$ cat src/rtl/gray_counter_param.sv
// Parametrised up/down counter with registered binary and Gray views.
// Gray view is registered from the next binary value so both views update together.
module gray_counter_param #(
  parameter int unsigned WIDTH     = 4,
  parameter int unsigned RESET_VAL = 0,
  parameter bit          SATURATE  = 1'b0
) (
  input  logic             clk,
  input  logic             rst_n,
  input  logic             en,
  input  logic             up_dn,
  input  logic             load,
  input  logic             load_is_gray,
  input  logic [WIDTH-1:0] load_val,
  output logic [WIDTH-1:0] bin_out,
  output logic [WIDTH-1:0] gray_out,
  output logic             tc,
  output logic             wrap
);

  localparam logic [WIDTH-1:0] RST_BIN  = WIDTH'(RESET_VAL);
  localparam logic [WIDTH-1:0] RST_GRAY = RST_BIN ^ (RST_BIN >> 1);

  logic [WIDTH-1:0] bin_nxt;
  logic [WIDTH-1:0] gray_nxt;
  logic             wrap_nxt;

  // Gray-to-binary is the prefix XOR of the Gray word from the MSB down.
  function automatic logic [WIDTH-1:0] gray_to_bin(input logic [WIDTH-1:0] g);
    logic [WIDTH-1:0] b;
    b = g;
    for (int unsigned i = 1; i < WIDTH; i++) begin
      b = b ^ (g >> i);
    end
    return b;
  endfunction

  assign tc = up_dn ? (&bin_out) : ~(|bin_out);

  // Next count: load beats enable; a step at the limit either wraps or is held.
  always_comb begin
    bin_nxt  = bin_out;
    wrap_nxt = 1'b0;
    if (load) begin
      bin_nxt = load_is_gray ? gray_to_bin(load_val) : load_val;
    end else if (en) begin
      wrap_nxt = tc;
      if (!(SATURATE && tc)) begin
        bin_nxt = up_dn ? (bin_out + WIDTH'(1)) : (bin_out - WIDTH'(1));
      end
    end
    gray_nxt = bin_nxt ^ (bin_nxt >> 1);
  end

  always_ff @(posedge clk or negedge rst_n) begin
    if (!rst_n) begin
      bin_out  <= RST_BIN;
      gray_out <= RST_GRAY;
      wrap     <= 1'b0;
    end else begin
      bin_out  <= bin_nxt;
      gray_out <= gray_nxt;
      wrap     <= wrap_nxt;
    end
  end

endmodule

$ cat config.mk
export PLATFORM = sky130hd
export DESIGN_NAME = gray_counter_param
export DESIGN_NICKNAME = d
export VERILOG_FILES = /design/src/rtl/gray_counter_param.sv
export SDC_FILE = /design/constraint.sdc
export NUM_CORES = 1
export LEC_CHECK = 0
export CORE_MARGIN = 2
export CORE_UTILIZATION = 43
export CTS_CLUSTER_SIZE = 14
export DETAILED_ROUTE_END_ITERATION = 8
export PLACE_DENSITY_LB_ADDON = 0.1
export SYNTH_ARGS = -nofsm -noshare
export SYNTH_HDL_FRONTEND = slang
export SYNTH_SLANG_ARGS = --single-unit
$ cat constraint.sdc
create_clock -name clk -period 2 [get_ports clk]
set_clock_uncertainty 0.05 [all_clocks]
set_input_delay 0.4 -clock clk [delete_from_list [all_inputs] [get_ports clk]]
set_output_delay 0.4 -clock clk [all_outputs]
set_load 0.02 [all_outputs]
**Routed metal, one color a layer**

Drawn at 10 px/um. Two of the layers only.
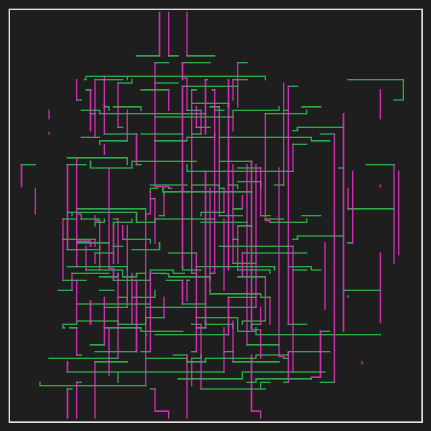
legend:
  M2:
    color: magenta
    wire_length: 684 um
  M1:
    color: green
    wire_length: 587 um

**Supply network**

Drawn at 12 px/um. Pins as bars on the die edge. Tap cells in gray.
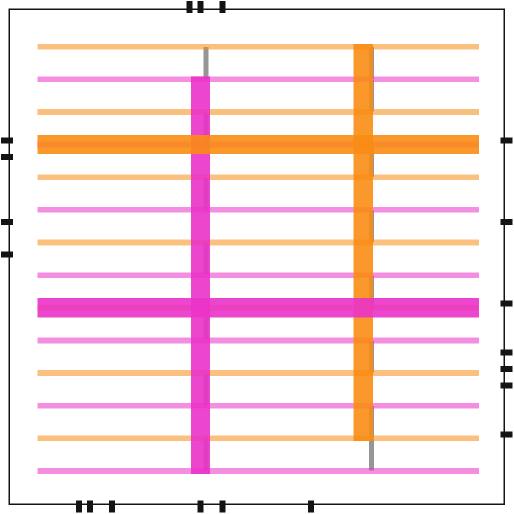
legend:
  VDD:
    color: orange
  VSS:
    color: magenta
met1 rails: 14
rows: 13
signal pins: 20
Die Wd: 41.14 um
Core Footprint: 0.001301 mm2
peak supply drop: 504.9 uV
die height: 41.14 um

**Cell placement**

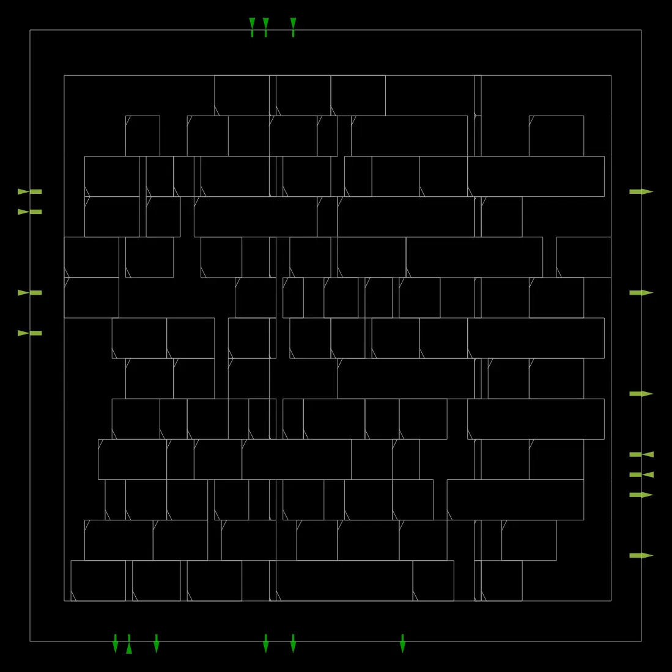
proportion of cell area occupied by registers: 0.2238
non-filler instance count after layout: 102
Tap Cells: 15
Post-Route Utilization: 0.6875
row count: 13

**Metal 2**

Drawn at 10 px/um. Cells faint in the background.
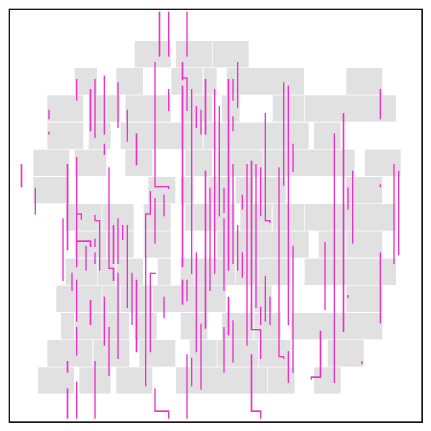
main direction: vertical
nets with wire on the layer: 84
wire length on this layer: 684 um
share of all routed wire: 52%
GR met2 Demand/Resource: 0.2734
via count: 516
Total Routed Length: 1.316 mm

[layout by cell type (no fill, tap or decap), types with 2 or more instances in the layout]
cell	n
xnor2_1	2
buf_4	10
xor2_1	5
nand3_1	3
and3b_1	2
nor2_1	2
ha_1	2
nand3b_1	2
nor2b_1	3
inv_1	4
dfrtp_1	8
clkdlybuf4s50_1	17
clkbuf_4	3
[metal layers]
metal,GRT usage,part of all wire,vias up
li1,-,-,266
met1,0.2233,0.45,239
met2,0.2734,0.52,11
met3,0.005435,0.034,0
met4,0.1452,0,0
met5,0,0,-
[flip-flops by register name (all words and copies together), names as in the netlist]
name,count
gray_out,3
wrap,1
bin_out,4
[path summary, 6_finish.rpt]
kind                       cells after the start  slack [ns]        from           to
max                                            3        0.08  bin_out[0]           tc
max reg2reg                                    8        0.20  bin_out[0]  gray_out[0]
min                                            1        0.37       rst_n  gray_out[2]
min in group clk                               3        0.69  bin_out[3]         wrap
max in group asynchronous                      1        1.27       rst_n   bin_out[0]
min reg2reg                                    3        0.69  bin_out[3]         wrap
[area by class of cell]
| type | instances | area (um2) | share of cell area |
|---|---|---|---|
| clock buffer | 3 | 22.52 | 0.02517 |
| multi-input combinational | 43 | 372.9 | 0.4168 |
| sequential | 8 | 200.2 | 0.2238 |
| timing repair buffer | 29 | 265.3 | 0.2965 |
| tap | 15 | 18.77 | 0.02098 |
| inverter | 4 | 15.01 | 0.01678 |
[cell families after synthesis]
family	share of synthesized area
flip-flops	0.3375
AND-OR/OR-AND	0.1329
XOR/XNOR	0.1413
buffers and inverters	0.05483
AND/OR/NAND/NOR	0.2574
adder cells (fa/ha/maj)	0.07594
[repair_timing]
item,CTS,global route
gates cloned,0,0
endpoints found under the setup margin,4,1
gates resized,10,0
pin swaps,2,1
[critical path, stage by stage, from the launching register on]
cell     delay, ns
dfrtp_1       0.39
or4_1         0.54
o21ai_2       0.16
buf_6         0.14
[power groups by stage]
stage / clock, mW / combinational [mW] / sequential (mW)
2_1_floorplan: 0 / 0.131 / 0.274
3_3_place_gp: 0 / 0.349 / 0.220
3_5_place_dp: 0 / 0.358 / 0.220
4_1_cts: 0.127 / 0.364 / 0.219
5_1_grt: 0.134 / 0.391 / 0.222
6_report: 0.121 / 0.362 / 0.218
[stage by stage]
| step | TNS, ns | instances | total power [mW] | util | cell area (um2) |
|---|---|---|---|---|---|
| final | 0 | 102 | 0.7001 | 0.6875 | 894.6 |
| after global routing | 0 | 102 | 0.7471 | 0.6875 | 894.6 |
| after CTS | 0 | 102 | 0.7099 | 0.6875 | 894.6 |
| after detailed placement | -1.933 | 99 | 0.5774 | 0.6606 | 859.6 |
| after global placement | -1.762 | 99 | 0.5690 | 0.6606 | 859.6 |
| after floorplan | 0 | 58 | 0.4058 | - | 593.1 |
==> results_dict.tcl <==
# place-and-route summary
set metrics [dict create \
    grt-ovfl-total 0 \
    async_reset_ff_frac 1.000 \
    fp_util 0.4558 \
    hold_slack_ns 0.3735 \
    grt_max_degree 9 \
    gr-usage-all-layers 0.1761 \
    finalSetupViolCount 0 \
    crit_arrival_ns 1.47 \
    cts_tree "built" \
    synth_top_cell_by_area "dfrtp_1" \
    synthToLayoutAreaGrowth_pct 50.84 \
    p_seq_frac 0.311 \
    clock_power_share 0.172 \
    maxCapViolations 0 \
    worst_slack_ns 0.08357 \
    io_buffers 19 \
    top_cell_area_share 0.3376 \
    hpwl_mm 1.093 \
    outcome "completed" \
    drtAntennaViolNets 0 \
    required_ns 1.55 \
    hold_viol 0 \
    fp_nets 71 \
]
No activity file was given, so power comes from the tool's default toggle rates.
